--- src/rtl/demod_sym_packer_pkg.sv ---
// Shared constants for the OFDM data-symbol path: symbol geometry, pilot
// positions (also used by the demapper pilot logic), modulation encodings
// and the packer FSM states.
package demod_sym_packer_pkg;

    // Subcarrier entries per OFDM symbol, data plus pilots
    localparam int SYM_LEN = 52;
    // Zero-based pilot entry positions within a symbol
    localparam int PIL0 = 6;
    localparam int PIL1 = 20;
    localparam int PIL2 = 31;
    localparam int PIL3 = 45;
    // log2 of the output byte FIFO depth
    localparam int FIFO_AW = 3;
    // Width of the per-symbol entry index
    localparam int IDX_W = 6;

    // MODE input encodings
    localparam logic MODE_QAM16 = 1'b0;
    localparam logic MODE_QPSK  = 1'b1;

    // Packer control states
    typedef enum logic [1:0] {
        IDLE  = 2'd0,
        RUN   = 2'd1,
        FLUSH = 2'd2,
        DRAIN = 2'd3
    } state_t;

    // True when the entry index addresses a pilot subcarrier
    function automatic logic is_pilot(input logic [IDX_W-1:0] idx);
        return (idx == PIL0[IDX_W-1:0]) || (idx == PIL1[IDX_W-1:0]) ||
               (idx == PIL2[IDX_W-1:0]) || (idx == PIL3[IDX_W-1:0]);
    endfunction

endpackage

--- src/rtl/demod_sym_packer_sym_byte_fifo.sv ---
// First-word-fall-through byte FIFO carrying {SOS, byte}.
// A push while full is taken only when a pop frees the slot in the same cycle.
module sym_byte_fifo #(
    parameter int AW = 3,
    parameter int W  = 9
) (
    input  logic         CLK_I,
    input  logic         RST_I,
    input  logic         push,
    input  logic [W-1:0] push_data,
    input  logic         pop,
    output logic [W-1:0] head,
    output logic         full,
    output logic         empty
);

    localparam int DEPTH = 1 << AW;

    logic [W-1:0]  mem [DEPTH];
    logic [AW-1:0] wr_ptr;
    logic [AW-1:0] rd_ptr;
    logic [AW:0]   count;
    logic          do_push;
    logic          do_pop;

    assign empty   = (count == '0);
    assign full    = (count == DEPTH[AW:0]);
    assign do_pop  = pop & ~empty;
    assign do_push = push & (~full | do_pop);
    assign head    = mem[rd_ptr];

    // Storage write; contents need no reset because empty masks the head
    always_ff @(posedge CLK_I) begin
        if (do_push) begin
            mem[wr_ptr] <= push_data;
        end
    end

    // Pointer and occupancy tracking
    always_ff @(posedge CLK_I or negedge RST_I) begin
        if (!RST_I) begin
            wr_ptr <= '0;
            rd_ptr <= '0;
            count  <= '0;
        end else begin
            if (do_push) begin
                wr_ptr <= wr_ptr + 1'b1;
            end
            if (do_pop) begin
                rd_ptr <= rd_ptr + 1'b1;
            end
            case ({do_push, do_pop})
                2'b10:   count <= count + 1'b1;
                2'b01:   count <= count - 1'b1;
                default: count <= count;
            endcase
        end
    end

endmodule

--- src/rtl/demod_sym_packer.sv ---
// Demapped-symbol packer: accepts one subcarrier bit group per entry,
// discards pilot positions, packs data bits LSB-first into bytes and hands
// them downstream through a small FWFT FIFO with STB/ACK back-pressure.
//
// Handshake: upstream entry is consumed in every cycle with ACK_O=1
// (combinational from CYC_I/STB_I/WE_I, FIFO space and state); downstream
// byte is consumed in every cycle with STB_O=1 and ACK_I=1.
//
// A new burst may be accepted in the same cycle CYC_I is first seen in
// IDLE or DRAIN; the "cur_*" signals give that cycle its fresh context
// (MODE taken live, index 0, empty partial byte, symbol start pending).
module demod_sym_packer
    import demod_sym_packer_pkg::*;
(
    input  logic       CLK_I,
    input  logic       RST_I,
    input  logic [3:0] DAT_I,
    input  logic       CYC_I,
    input  logic       STB_I,
    input  logic       WE_I,
    output logic       ACK_O,
    input  logic       MODE,
    output logic [7:0] DAT_O,
    output logic       SOS_O,
    output logic       CYC_O,
    output logic       STB_O,
    output logic       WE_O,
    input  logic       ACK_I,
    output logic [7:0] SYM_CNT
);

    localparam logic [IDX_W-1:0] LAST_IDX = IDX_W'(SYM_LEN - 1);

    state_t           state;
    logic             mode_q;
    logic [IDX_W-1:0] idx;
    logic [7:0]       part;
    logic [1:0]       slot;
    logic             sos_pend;
    logic [7:0]       sym_cnt_q;
    logic             cyc_o_q;

    logic             burst_start;
    logic             cur_mode;
    logic [IDX_W-1:0] cur_idx;
    logic [7:0]       cur_part;
    logic [1:0]       cur_slot;
    logic             cur_sos;
    logic             accept;
    logic             data_acc;
    logic             byte_done;
    logic             wrap;
    logic             flush_push;
    logic [7:0]       next_part;

    logic             push;
    logic [8:0]       push_data;
    logic             pop;
    logic [8:0]       head;
    logic             fifo_full;
    logic             fifo_empty;

    assign burst_start = CYC_I & ((state == IDLE) | (state == DRAIN));
    assign cur_mode    = burst_start ? MODE : mode_q;
    assign cur_idx     = burst_start ? '0 : idx;
    assign cur_part    = burst_start ? '0 : part;
    assign cur_slot    = burst_start ? '0 : slot;
    assign cur_sos     = burst_start ? 1'b1 : sos_pend;

    assign accept     = RST_I & CYC_I & STB_I & WE_I & ~fifo_full & (state != FLUSH);
    assign data_acc   = accept & ~is_pilot(cur_idx);
    assign wrap       = accept & (cur_idx == LAST_IDX);
    assign byte_done  = data_acc & ((cur_mode == MODE_QAM16) ? (cur_slot == 2'd1)
                                                             : (cur_slot == 2'd3));
    assign flush_push = (state == FLUSH) & ~fifo_full;

    // Insert the incoming bit group into the partial byte at the current slot
    always_comb begin
        next_part = cur_part;
        if (cur_mode == MODE_QAM16) begin
            if (cur_slot[0] == 1'b0) begin
                next_part = {4'h0, DAT_I};
            end else begin
                next_part = {DAT_I, cur_part[3:0]};
            end
        end else begin
            case (cur_slot)
                2'd0:    next_part = {6'b0, DAT_I[1:0]};
                2'd1:    next_part[3:2] = DAT_I[1:0];
                2'd2:    next_part[5:4] = DAT_I[1:0];
                default: next_part[7:6] = DAT_I[1:0];
            endcase
        end
    end

    assign push      = byte_done | flush_push;
    assign push_data = flush_push ? {sos_pend, part} : {cur_sos, next_part};
    assign pop       = ~fifo_empty & ACK_I;

    sym_byte_fifo #(
        .AW (FIFO_AW),
        .W  (9)
    ) u_fifo (
        .CLK_I     (CLK_I),
        .RST_I     (RST_I),
        .push      (push),
        .push_data (push_data),
        .pop       (pop),
        .head      (head),
        .full      (fifo_full),
        .empty     (fifo_empty)
    );

    // Entry index, packing state, symbol-start flag and symbol counter
    always_ff @(posedge CLK_I or negedge RST_I) begin
        if (!RST_I) begin
            mode_q    <= MODE_QAM16;
            idx       <= '0;
            part      <= '0;
            slot      <= '0;
            sos_pend  <= 1'b0;
            sym_cnt_q <= '0;
        end else begin
            if (burst_start) begin
                mode_q <= MODE;
            end

            if (accept) begin
                idx <= (cur_idx == LAST_IDX) ? '0 : cur_idx + 1'b1;
            end else begin
                idx <= cur_idx;
            end

            if (byte_done || flush_push) begin
                part <= '0;
                slot <= '0;
            end else if (data_acc) begin
                part <= next_part;
                slot <= cur_slot + 1'b1;
            end else begin
                part <= cur_part;
                slot <= cur_slot;
            end

            // The byte that closes a symbol keeps the old flag; the next one starts fresh
            if (wrap) begin
                sos_pend <= 1'b1;
            end else if (push) begin
                sos_pend <= 1'b0;
            end else begin
                sos_pend <= cur_sos;
            end

            if (burst_start) begin
                sym_cnt_q <= '0;
            end else if (wrap) begin
                sym_cnt_q <= sym_cnt_q + 1'b1;
            end
        end
    end

    // Burst control FSM with registered downstream cycle flag
    always_ff @(posedge CLK_I or negedge RST_I) begin
        if (!RST_I) begin
            state   <= IDLE;
            cyc_o_q <= 1'b0;
        end else begin
            case (state)
                IDLE: begin
                    if (CYC_I) begin
                        state <= RUN;
                    end
                end
                RUN: begin
                    if (!CYC_I) begin
                        state <= (slot == '0) ? DRAIN : FLUSH;
                    end
                end
                FLUSH: begin
                    if (!fifo_full) begin
                        state <= DRAIN;
                    end
                end
                DRAIN: begin
                    // A new burst overrides the return to IDLE, keeping CYC_O high
                    if (CYC_I) begin
                        state <= RUN;
                    end else if (fifo_empty) begin
                        state <= IDLE;
                    end
                end
                default: state <= IDLE;
            endcase

            if ((state == DRAIN) && !CYC_I && fifo_empty) begin
                cyc_o_q <= 1'b0;
            end else if (push) begin
                cyc_o_q <= 1'b1;
            end
        end
    end

    assign ACK_O   = accept;
    assign STB_O   = ~fifo_empty;
    assign WE_O    = ~fifo_empty;
    assign DAT_O   = fifo_empty ? 8'h00 : head[7:0];
    assign SOS_O   = ~fifo_empty & head[8];
    assign CYC_O   = cyc_o_q;
    assign SYM_CNT = sym_cnt_q;

endmodule

--- config.mk ---
export PLATFORM = sky130hd
export DESIGN_NAME = demod_sym_packer
export DESIGN_NICKNAME = d
export VERILOG_FILES = /design/src/rtl/demod_sym_packer_pkg.sv /design/src/rtl/demod_sym_packer_sym_byte_fifo.sv /design/src/rtl/demod_sym_packer.sv
export SDC_FILE = /design/constraint.sdc
export NUM_CORES = 1
export LEC_CHECK = 0
export CORE_ASPECT_RATIO = 0.8
export CORE_MARGIN = 5
export CORE_UTILIZATION = 35
export CTS_BUF_LIST = sky130_fd_sc_hd__clkbuf_4 sky130_fd_sc_hd__clkbuf_8
export CTS_CLUSTER_DIAMETER = 60
export DETAILED_ROUTE_END_ITERATION = 6
export GPL_TIMING_DRIVEN = 0
export PLACE_DENSITY = 0.48
export SYNTH_ARGS = -nofsm -noshare
export SYNTH_HDL_FRONTEND = slang
export SYNTH_SLANG_ARGS = --single-unit
--- constraint.sdc ---
create_clock -name CLK_I -period 7.4 [get_ports CLK_I]
set_input_delay 1.48 -clock CLK_I [delete_from_list [all_inputs] [get_ports CLK_I]]
set_output_delay 1.48 -clock CLK_I [all_outputs]
set_load 0.01 [all_outputs]
Supply network:
Pins as bars on the die edge.
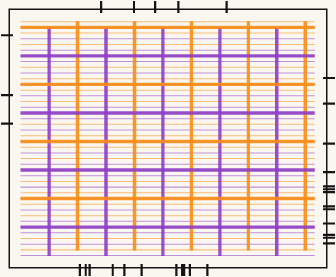
| color | net |
|---|---|
| orange | VDD |
| purple | VSS |
met1 rails: 42
signal pins: 32
rows: 41
Floorplan Core Area: 15600 µm²
height of the die: 123 µm

Placed cells, one color a class:
The bar under the picture is 50 µm long.
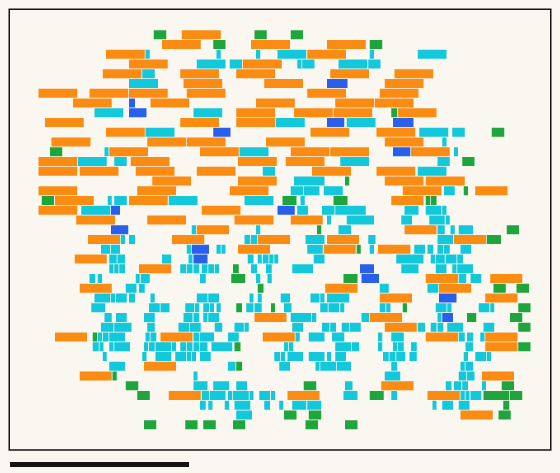
| color | class | cells |
|---|---|---|
| orange | sequential cells | 111 |
| blue | clock drivers and dummy loads | 16 |
| green | remaining buffers and delay cells | 55 |
| cyan | remaining logic cells | 287 |
final core utilization: 0.409
number of placement rows: 41

Clock network drawn from the DEF:
The bar under the picture is 50 µm long.
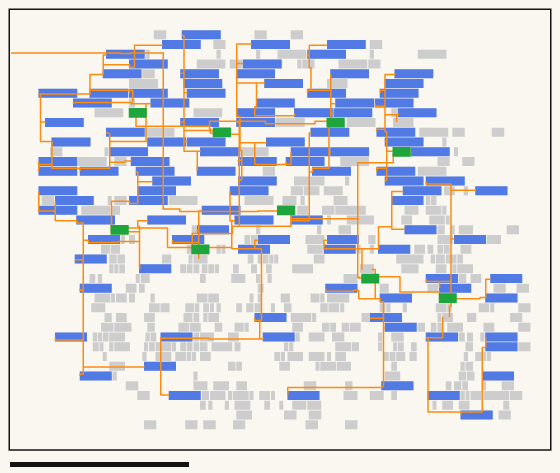
[orange] clock wires | length: 1460 µm
[green] clock-net drivers | count: 9
[blue] flip-flops | count: 111
routed clock nets: 10

==> results_slide.txt <==
Synthesis and Place & Route Summary

Finish
  – Layout buffer count excluding clock buffers: 55
  – # clk buffers: 9
  – Max-area cell class: registers
  – Count of multi-input combinational gates: 271
  – Area occupied by multi-input gates: 2250 µm²
  – Area growth syn-to-layout: 15.4%
  – Layout cells sized above 1: 0.183
  – Flip-flop count of the largest register, all copies and words added: 72
  – Layout filler cell count: 1462
  – Non-Filler Instances: 684
  – Leading cell types in the layout, fill and taps excluded: sky130_fd_sc_hd__edfxtp_1, sky130_fd_sc_hd__dfrtp_1, sky130_fd_sc_hd__nand2_1
  – Fraction of area in clock buffers and inverters: 0.0313
  – Inverter count: 16
  – Largest register by flop count: u_fifo.mem
  – Fraction of cell area in non-clock buffers: 0.0734
  – Flip-flops: 111
  – Sequential share of cell area: 0.491

Worst setup path
  – Critical path arrival: 5.42 ns
  – Critical path buffers and inverters: 5
  – CP Data Required Time: 7.40 ns
  – Worst Setup Start Kind: input pin
  – Slowest cell on the critical path: sky130_fd_sc_hd__nor4b_2
  – Critical path type: input pin to register
  – Worst-path maximum fanout: 10

Run status
  – Outcome: complete, no violations

Drt
  – Via count of the routed design: 3495
  – Via/cell ratio: 5.11
  – Starting DRC count in detailed routing: 200
  – Post-detailed-route wirelength per cell: 18.3 µm
  – Residual antenna-violating net count after detailed routing: 0
  – Total wirelength of the detailed-routed design: 12500 µm
  – Routed wire length on met2: 5700 µm
  – DR DRC count: 0
  – Length of routed met3 wiring: 563 µm
  – Number of detailed-routing iterations run before antenna repair: 4

Timing
  – Hold Worst Slack: 0.510 ns
  – Timing-limited maximum frequency: 0.184 GHz
  – RSZ-0062 raised after global routing: false
  – Setup tns final: 0 ns
  – Actual transition at the worst max-transition pin: 1.27 ns
  – Final number of hold-violating endpoints: 0
  – Final clock period utilization by the worst path: 0.733

Place
  – Placed inst area: 6170 µm²
  – Final HPWL DP: 8720 µm
  – Post-Place Cells: 668
  – Count of input and output buffers: 31

Pwr
  – Switching Share: 0.388
  – Clock network fraction of design power: 0.157
  – Peak supply drop: 0.140 mV
  – Switching power total: 914 µW
  – Gate power share: 0.454
  – Clock group total power: 370 µW
  – Combinational cell power: 1.07 mW
  – Total power draw: 2.35 mW

Synthesis
  – Sequential cell area fraction in the yosys report: 0.566
  – Cell count listed in synth_stat.txt: 419
  – Most repeated cell in the gate-level netlist after synthesis: sky130_fd_sc_hd__edfxtp_1
  – Synthesis area per yosys: 5540 µm²
  – Largest non-sequential cell family by area: simple AND/OR/NAND/NOR gates
  – Synthesized cell area: 5540 µm²
  – Post-synthesis share of cell area spent on and-or and or-and gates: 0.0741
  – Cell type with the largest total area: sky130_fd_sc_hd__edfxtp_1
  – Dominant register cell in the synthesized netlist: sky130_fd_sc_hd__edfxtp_1
  – Total of warnings raised by yosys: 0
  – Cells after Synth: 419
  – Multiplexer share: 0.107
  – Post-synth tally of flip-flops with integrated enable: 72
  – Top area contributor share: 0.390
  – Leading post-synthesis cells by instance count: sky130_fd_sc_hd__edfxtp_1, sky130_fd_sc_hd__dfrtp_1, sky130_fd_sc_hd__nand2_1
  – Number of distinct library cells after synthesis: 68

Clocking
  – Clock Path Buffers: 2
  – Clock latency reported for the late side of the worst-skew pair: 0.39 ns
  – Number of hold buffers added after cts: 0
  – CTS tree: yes
  – Sinks on the clock net: 111
  – Clock-pin slew reported for the worst setup and hold paths after clock tree synthesis: 0.11 ns
  – CTS-repair resized insts: 0
  – Setup repair bufs after CTS: 0

Global route
  – Via count of the first global-routing pass: 3541
  – Global Route Usage Sum: 0.144
  – Global routing met3 resource utilization: 0.0377
  – Pin count of the biggest net entering global routing: 27
  – Wire length of the first global-routing pass: 19900 µm
  – Initial antenna violation count: 0
  – Global Route met1 Usage: 0.207

Job
  – Number of logged tool warnings: 38
  – Number of maximum-capacitance constraint violations: 0

Floorplan
  – Starting utilization of the core area: 0.354
  – Top-level port count: 32

Hold path
  – Class of the tightest hold or removal check: register to register
==> path summary, 6_finish.rpt <==
| path | startpoint | to | slack [ns] | cells after the start |
|---|---|---|---|---|
| setup / recovery | CYC_I | u_fifo.mem[4][8] | 1.98 | 13 |
| hold / removal | CYC_O | CYC_O | 0.51 | 1 |
| setup reg to reg | state[1] | u_fifo.mem[4][8] | 2.77 | 14 |
| hold reg to reg | CYC_O | CYC_O | 0.51 | 1 |
| max in group asynchronous | RST_I | u_fifo.wr_ptr[0] | 5.91 | 2 |
| min in group asynchronous | RST_I | SYM_CNT[5] | 1.00 | 1 |
No activity file was given, so power comes from the tool's default toggle rates.
